`config.mk`:
```
export PLATFORM = sky130hd
export DESIGN_NAME = serial_code_converter
export DESIGN_NICKNAME = d
export VERILOG_FILES = /design/src/rtl/serial_code_converter.sv
export SDC_FILE = /design/constraint.sdc
export NUM_CORES = 1
export LEC_CHECK = 0
export CAP_MARGIN = 20
export CORE_MARGIN = 4
export CORE_UTILIZATION = 50
export CTS_CLUSTER_DIAMETER = 120
export DETAILED_ROUTE_END_ITERATION = 8
export PLACE_DENSITY = 0.75
export SYNTH_ARGS = -nofsm -noshare
export SYNTH_HDL_FRONTEND = slang
export SYNTH_SLANG_ARGS = --single-unit
```
`constraint.sdc`:
```
create_clock -name Clk -period 2.09 [get_ports Clk]
set_input_delay 0.3135 -clock Clk [delete_from_list [all_inputs] [get_ports Clk]]
set_output_delay 0.3135 -clock Clk [all_outputs]
set_load 0.05 [all_outputs]
```
`src/rtl/serial_code_converter.sv`:
```
// serial_code_converter: bit-serial, LSB-first digit converter that adds
// (BCD -> Excess-3) or subtracts (Excess-3 -> BCD) a constant OFFSET on
// NBITS-bit digits. It checks each digit against the legal code range and
// presents the converted digit in parallel one cycle after its last bit.
// Optional feature macro: CONV_REG_OUT_EN registers the serial output Z.
// When it is defined, Z appears one enabled bit later.
module serial_code_converter #(
  parameter int unsigned NBITS  = 4,
  parameter int unsigned OFFSET = 3,
  parameter int unsigned RANGE  = 10
) (
  input  logic             Clk,
  input  logic             Rst,
  input  logic             En,
  input  logic             Mode,
  input  logic             X,
  output logic             Z,
  output logic             DigitDone,
  output logic [NBITS-1:0] Dout,
  output logic             Err
);

  localparam int unsigned CW = $clog2(NBITS);
  localparam int unsigned SW = NBITS - 1;

  localparam logic [NBITS-1:0] OFF_V  = NBITS'(OFFSET);
  localparam logic [NBITS-1:0] HI_V   = NBITS'(OFFSET + RANGE - 1);
  localparam logic [NBITS-1:0] RMAX_V = NBITS'(RANGE - 1);
  localparam logic [CW-1:0]    LAST   = CW'(NBITS - 1);

  logic [CW-1:0]    cnt_q, cnt_d;
  logic             cy_q, cy_d;
  logic             mode_q, mode_d;
  logic [SW-1:0]    in_sh_q, in_sh_d;
  logic [SW-1:0]    out_sh_q, out_sh_d;
  logic             done_q, done_d;
  logic [NBITS-1:0] dout_q, dout_d;
  logic             err_q, err_d;

  logic             first;
  logic             fire;
  logic             m_eff;
  logic             c_eff;
  logic             k_bit;
  logic             z_raw;
  logic             cy_next;
  logic [NBITS-1:0] in_full;
  logic [NBITS-1:0] out_full;

  // Per-bit datapath: effective mode/carry, serial sum/difference bit, next carry.
  always_comb begin
    first    = (cnt_q == '0);
    fire     = Rst & En;
    m_eff    = first ? Mode : mode_q;
    c_eff    = first ? 1'b0 : cy_q;
    k_bit    = OFF_V[cnt_q];
    z_raw    = X ^ k_bit ^ c_eff;
    if (m_eff) begin
      cy_next = (~X & k_bit) | (c_eff & ~(X ^ k_bit));
    end else begin
      cy_next = (X & k_bit) | (c_eff & (X ^ k_bit));
    end
    in_full  = {X, in_sh_q};
    out_full = {z_raw, out_sh_q};
  end

  // Next-state: advance one bit on enabled cycles; DigitDone is a one-cycle pulse.
  always_comb begin
    cnt_d    = cnt_q;
    cy_d     = cy_q;
    mode_d   = mode_q;
    in_sh_d  = in_sh_q;
    out_sh_d = out_sh_q;
    done_d   = 1'b0;
    dout_d   = dout_q;
    err_d    = err_q;
    if (En) begin
      cy_d   = cy_next;
      mode_d = m_eff;
      for (int unsigned i = 0; i < SW; i++) begin
        if (cnt_q == CW'(i)) begin
          in_sh_d[i]  = X;
          out_sh_d[i] = z_raw;
        end
      end
      if (cnt_q == LAST) begin
        cnt_d  = '0;
        done_d = 1'b1;
        dout_d = out_full;
        if (m_eff) begin
          err_d = (in_full < OFF_V) || (in_full > HI_V);
        end else begin
          err_d = (in_full > RMAX_V);
        end
      end else begin
        cnt_d = cnt_q + CW'(1);
      end
    end
  end

  // State registers with synchronous active-low reset.
  always_ff @(posedge Clk) begin
    if (!Rst) begin
      cnt_q    <= '0;
      cy_q     <= 1'b0;
      mode_q   <= 1'b0;
      in_sh_q  <= '0;
      out_sh_q <= '0;
      done_q   <= 1'b0;
      dout_q   <= '0;
      err_q    <= 1'b0;
    end else begin
      cnt_q    <= cnt_d;
      cy_q     <= cy_d;
      mode_q   <= mode_d;
      in_sh_q  <= in_sh_d;
      out_sh_q <= out_sh_d;
      done_q   <= done_d;
      dout_q   <= dout_d;
      err_q    <= err_d;
    end
  end

  assign DigitDone = done_q;
  assign Dout      = dout_q;
  assign Err       = err_q;

`ifdef CONV_REG_OUT_EN
  logic z_q;

  // Registered serial output: captures the bit computed on each enabled cycle.
  always_ff @(posedge Clk) begin
    if (!Rst) begin
      z_q <= 1'b0;
    end else if (fire) begin
      z_q <= z_raw;
    end
  end

  assign Z = z_q;
`else
  assign Z = fire ? z_raw : 1'b0;
`endif

endmodule

```
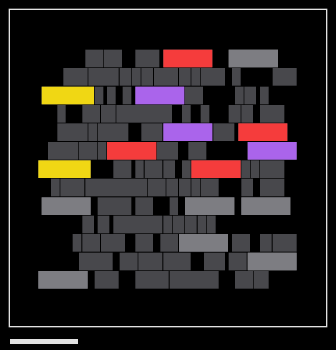
*Sequential cells coloured by netlist name, run 1*
The bar under the picture is 10 um long.
[purple] `out_sh_q` | flops: 3
[red] `Dout` | flops: 4
[yellow] `cnt_q` | flops: 2
sequential share of cell area: 32.0%
sequential power: 330 uW
register area: 323 um^2
final core occ: 74.8%

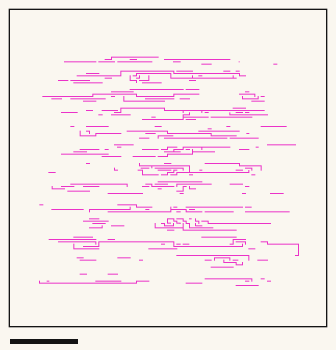
*Signal wires on met1, run 1*
The bar under the picture is 10 um long.
nets with wire on the layer: 101
share of all routed wire: 42%
wire length on this layer: 684 um
longest straight run: 14.7 um
main direction: horizontal

==> metrics.yaml, run 1 <==
synth-adder-area-share_pct: 13.8
dp_hpwl_mm: 1.17
endpoint_kind: "output port"
area_growth_pct: 35.6
combinationalPowerShare_pct: 22.2
wl_met3_um: 85
clk_latency_ns: 0.29
viasPerCell: 5.55
critPathKind: "reg -> out"
yosys-stat-area_um2: 744
finalHoldViolations: 0
grt_max_degree: 15
grt-busiest-layer: "met2"
gr-usage-met3_pct: 3.52
worstRegToRegCells: 6
placedInstanceArea_um2: 918
setup_tns_ns: 0
cts_tree: "done"
wl_met1_um: 683
antenna_found_initial: 0
power_leader: "sequential cells"
use_met1_pct: 20.9
combinationalPower_uw: 154
crit_buf_inv: 2
crit_required_ns: 1.78
cts_made_buffers: 3
logic_gates: 59
tool_warnings: 32
nNonClkInverters: 4
r2r-start: "cnt_q[0]"
whs_ns: 0.459
outcome: "completed"
dp_slack_ns: 0.0365
p_int_uw: 502
finalSetupViolations: 0
hold_path_end: "Dout[2]"
critPathLaunch: "cnt_q[0]"
mi_logic_area_um2: 422
ys_ff: 16
r2r_setup_slack_ns: 0.39
start_kind: "register"
gp_congestion: 0.729
critPathMaxFanout: 3
fmax_ghz: 0.487
dp_cells: 111
ys_sh_simple_pct: 14.3
cp.arrival_ns: 1.74
drive_gt1_share_pct: 23.1
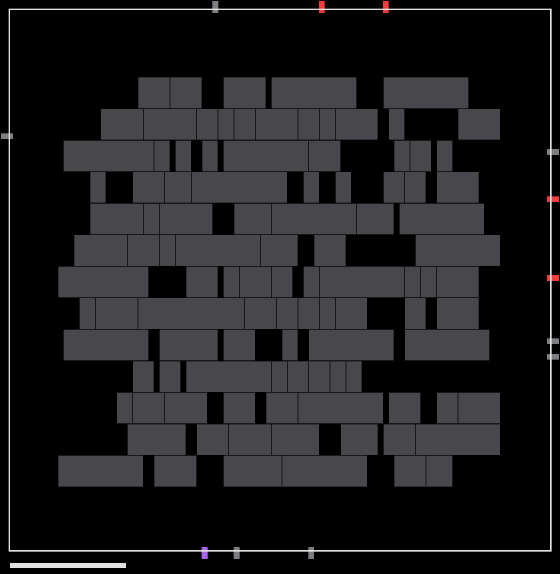
*Ports around the boundary, run 1*
The bar under the picture is 10 um long. Pins as bars across the die edge, other pins in grey.
[purple] `Mode` | pins: 1 | direction: input | edge: bottom
[red] `Dout` | pins: 4 | direction: output | edge: 2 top, 2 right
Die Wd: 46.6 um
die height: 46.6 um
Port Buf Inserts: 11

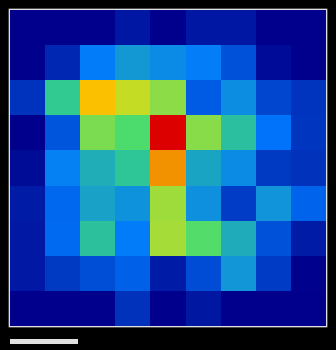
*Routed metal per tile, run 1*
The bar under the picture is 10 um long. The die is cut into 9 by 9 equal tiles; dark blue is low, red is high, scaled to the fullest tile. Values are wire area over tile area, all layers added.
densest ninth of the die: centre
tiles over half the peak: 14%
fullest tile: 0.53
emptiest ninth of the die: upper right
mean over tiles: 0.12
WL/cell: 13.5 um
Post-Route WL: 1.61 mm
via count: 661
total track usage: 17.7%

==> run 1: cell usage after synthesis <==
master / number / area share [%]
and2_1: 1 / 0.84
a211oi_1: 2 / 2.0
nand3_1: 3 / 2.0
buf_2: 2 / 1.3
inv_1: 4 / 2.0
mux2i_1: 3 / 4.0
o211ai_1: 2 / 2.0
nor2_1: 7 / 3.5
a21o_1: 1 / 1.0
dfxtp_1: 16 / 43
clkbuf_1: 2 / 1.0
a31oi_1: 1 / 0.84
a311oi_1: 3 / 3.5
nor2b_1: 1 / 0.84
ha_1: 5 / 8.4
fa_1: 2 / 5.4
o21ai_0: 2 / 1.3
mux2i_2: 1 / 1.8
nand2_1: 14 / 7.1
a21oi_1: 10 / 6.7
a211o_1: 1 / 1.2
### Clock wiring as the flow saved it, run 1

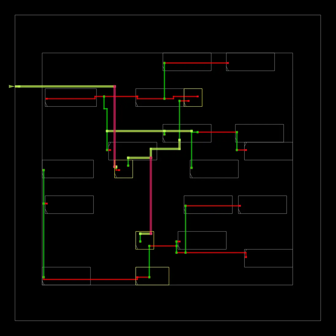

==> run 2: changes to the inputs <==
--- a/config.mk
+++ b/config.mk
@@ -8,6 +8,7 @@
 export CAP_MARGIN = 20
 export CORE_MARGIN = 4
 export CORE_UTILIZATION = 50
+export CTS_BUF_LIST = sky130_fd_sc_hd__clkbuf_16
 export CTS_CLUSTER_DIAMETER = 120
 export DETAILED_ROUTE_END_ITERATION = 8
 export PLACE_DENSITY = 0.75
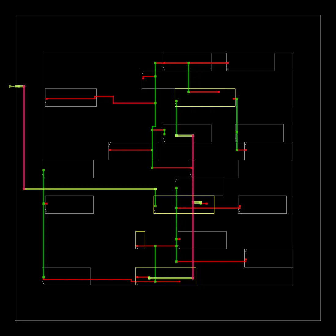
*Clock wiring as the flow saved it, run 2*
clk_lat worst skew: 0.25 ns
clock group power: 379 uW

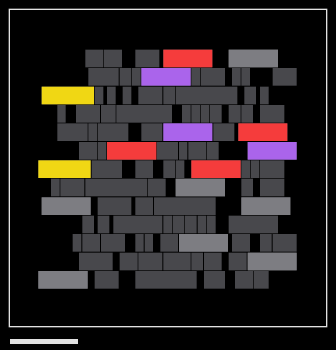
*Sequential cells coloured by netlist name, run 2*
The bar under the picture is 10 um long.
[purple] `out_sh_q` | flops: 3
[red] `Dout` | flops: 4
[yellow] `cnt_q` | flops: 2
not coloured: 7
final core occ: 77.4%
sequential power: 331 uW

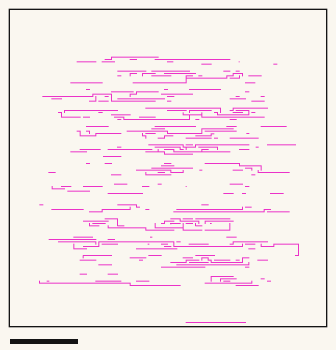
*Signal wires on met1, run 2*
The bar under the picture is 10 um long.
main direction: horizontal
share of all routed wire: 41%
longest straight run: 13.3 um

==> run 2 against run 1 <==
Total power rose by 24%. Combinational power barely moved. Wire length rose by 4.9%. Synthesized cell count did not move. Synthesized area did not move. Critical path type unchanged. Largest power group is now clock.
==> metrics.yaml, run 2 <==
synth-adder-area-share_pct: 13.8
use_met1_pct: 21.6
wl_met1_um: 693
drive_gt1_share_pct: 20.4
endpoint_kind: "output port"
fmax_ghz: 0.495
gp_congestion: 0.729
outcome: "completed"
routed-via-count: 654
top_cell: "dfxtp_1"
start_kind: "register"
grt_max_degree: 15
cp.arrival_ns: 1.71
critPathLaunch: "cnt_q[1]"
r2r_setup_slack_ns: 0.38
worstRegToRegCells: 6
r2r-start: "cnt_q[1]"
combinationalPowerShare_pct: 17.7
mi_logic_area_um2: 422
whs_ns: 0.465
viasPerCell: 5.54
gr-usage-met3_pct: 6.25
setup_tns_ns: 0
critPathKind: "reg -> out"
grtUsageTotal_pct: 20.3
cts_made_buffers: 3
ys_sh_simple_pct: 14.3
seq_area_share_pct: 30.9
die_w_um: 46.6
die_height_um: 46.6
nNonClkInverters: 4
yosys-stat-area_um2: 744
finalSetupViolations: 0
ff_latch_area_um2: 323
ys_ff: 16
antenna_found_initial: 0
wl_per_cell_um: 14.3
portBuffers: 11
yosys-top-cells-area: "dfxtp_1 (43%), ha_1 (8.4%), nand2_1 (7.1%)"
==> run 2: stage by stage <==
| stage | power, uW | cells | worst slack (ns) | area [um^2] |
|---|---|---|---|---|
| CTS | 859 | 118 | 0.00771 | 1030 |
| global route | 902 | 118 | 0.0190 | 1040 |
| finish | 863 | 118 | 0.0706 | 1040 |
| detailed placement | 470 | 111 | 0.0365 | 918 |
| floorplan | 418 | 83 | 0.0362 | 752 |
| global placement | 464 | 111 | 0.122 | 918 |
==> run 2: worst max-delay path, cell delays in order (launching register included) <==
cell	delay [ns]
dfxtp_2	0.32
inv_1	0.07
ha_4	0.17
nor2b_4	0.12
fa_2	0.48
nor2_4	0.15
buf_12	0.14
==> run 3: changes to the inputs <==
--- a/config.mk
+++ b/config.mk
@@ -5,7 +5,6 @@
 export SDC_FILE = /design/constraint.sdc
 export NUM_CORES = 1
 export LEC_CHECK = 0
-export CAP_MARGIN = 20
 export CORE_MARGIN = 4
 export CORE_UTILIZATION = 50
 export CTS_BUF_LIST = sky130_fd_sc_hd__clkbuf_16
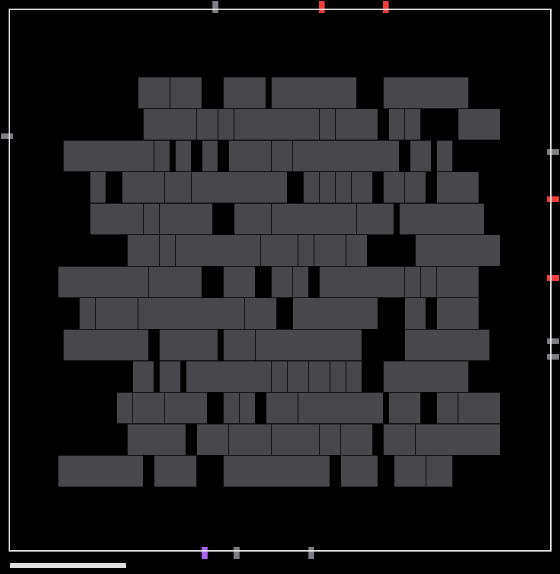
*Ports around the boundary, run 3*
The bar under the picture is 10 um long. Pins as bars across the die edge, other pins in grey.
[purple] `Mode` | pins: 1 | direction: input | edge: bottom
[red] `Dout` | pins: 4 | direction: output | edge: 2 top, 2 right
all pins by edge: 5 right, 3 top, 3 bottom, 1 left

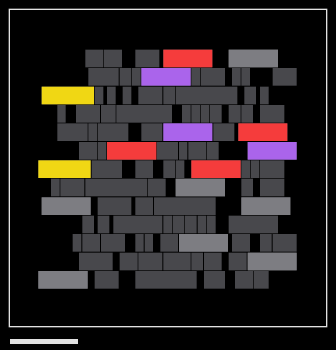
*Sequential cells coloured by netlist name, run 3*
The bar under the picture is 10 um long.
[yellow] `cnt_q` | flops: 2
[purple] `out_sh_q` | flops: 3
[red] `Dout` | flops: 4
not coloured: 7

==> run 3 against run 2 <==
Register-to-register slack hardly changed. Cell area unchanged. Synthesized cell count stayed put. Total power is the same. Synthesized area did not move. Global-route usage is the same. Combinational power hardly changed. First-iteration DRC count stayed put. Utilization stayed put. Worst hold slack unchanged.
==> metrics.yaml, run 3 <==
ff_type: "dfxtp_1"
cts_tree: "done"
outcome: "completed"
hold_path_end: "Dout[1]"
setup_tns_ns: 0
die_w_um: 46.6
gp_congestion: 0.729
r2r_setup_slack_ns: 0.38
crit_required_ns: 1.78
dp_slack_ns: 0.0365
finalNonFillerCells: 118
drive_gt1_share_pct: 20.4
wl_met1_um: 693
cp_slowest_stage_delay_ns: 0.48
grt-busiest-layer: "met2"
top_area_share_pct: 43.0
cp_cell_sequence: "inv_1 -> ha_4 -> nor2b_4 -> fa_2 -> nor2_4 -> buf_12"
cp.depth: 6
finalInstanceArea_um2: 1040
viasPerCell: 5.54
path_delay_family: "adder cells"
finalSetupViolations: 0
total_power_uw: 863
dp_hpwl_mm: 1.17
crit_slowest_cell: "fa_2"
ys_ff: 16
finalHoldViolations: 0
top_cell: "dfxtp_1"
edf_count: 0
critPathMaxFanout: 2
critPathLaunch: "cnt_q[1]"
antenna_found_initial: 0
r2r-start: "cnt_q[1]"
use_met1_pct: 21.6
setup_ws_ns: 0.0706
dp_cells: 111
portBuffers: 11
grtUsageTotal_pct: 20.3
fmax_ghz: 0.495
gr-usage-met3_pct: 6.25
clk_latency_ns: 0.25
placedInstanceArea_um2: 918
worstRegToRegCells: 6
whs_ns: 0.465
wl_met3_um: 74
tool_warnings: 31
area_growth_pct: 40.3
yosysTopAreaCell: "dfxtp_1"
yosys-top-cells-area: "dfxtp_1 (43%), ha_1 (8.4%), nand2_1 (7.1%)"
start_kind: "register"
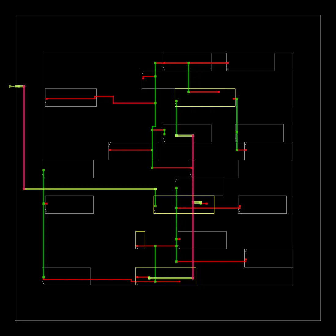
*Clock wiring as the flow saved it, run 3*
clk_buf instances: 3
number of buffers created by CTS: 3
num sequential: 16

-- run 3: cell counts after synthesis --
Identical to the previous run, type by type.
-- run 3: final cells by class --
type                       instances  area [um^2]
sequential                        16          323
clock inverter                     1         3.75
timing repair buffer              20          188
multi-input combinational         59          422
clock buffer                       3         75.1
inverter                           4         15.0
fill                              90          305
tap                               15         18.8
-- run 3: logic make-up after synthesis --
kind of cell / synth area share [%]
AND/OR/NAND/NOR: 14.3
AND-OR/OR-AND: 18.7
flip-flops: 43.0
buffers and inverters: 4.37
adder cells (fa/ha/maj): 13.8
multiplexers: 5.88
-- run 3: power breakdown --
part           leakage [uW]  internal [uW]  switching [uW]
registers          0.000131            321            9.49
logic              0.000241           73.1            79.2
clock network     0.0000385            254             125
Power is estimated from default activity; no workload was simulated.
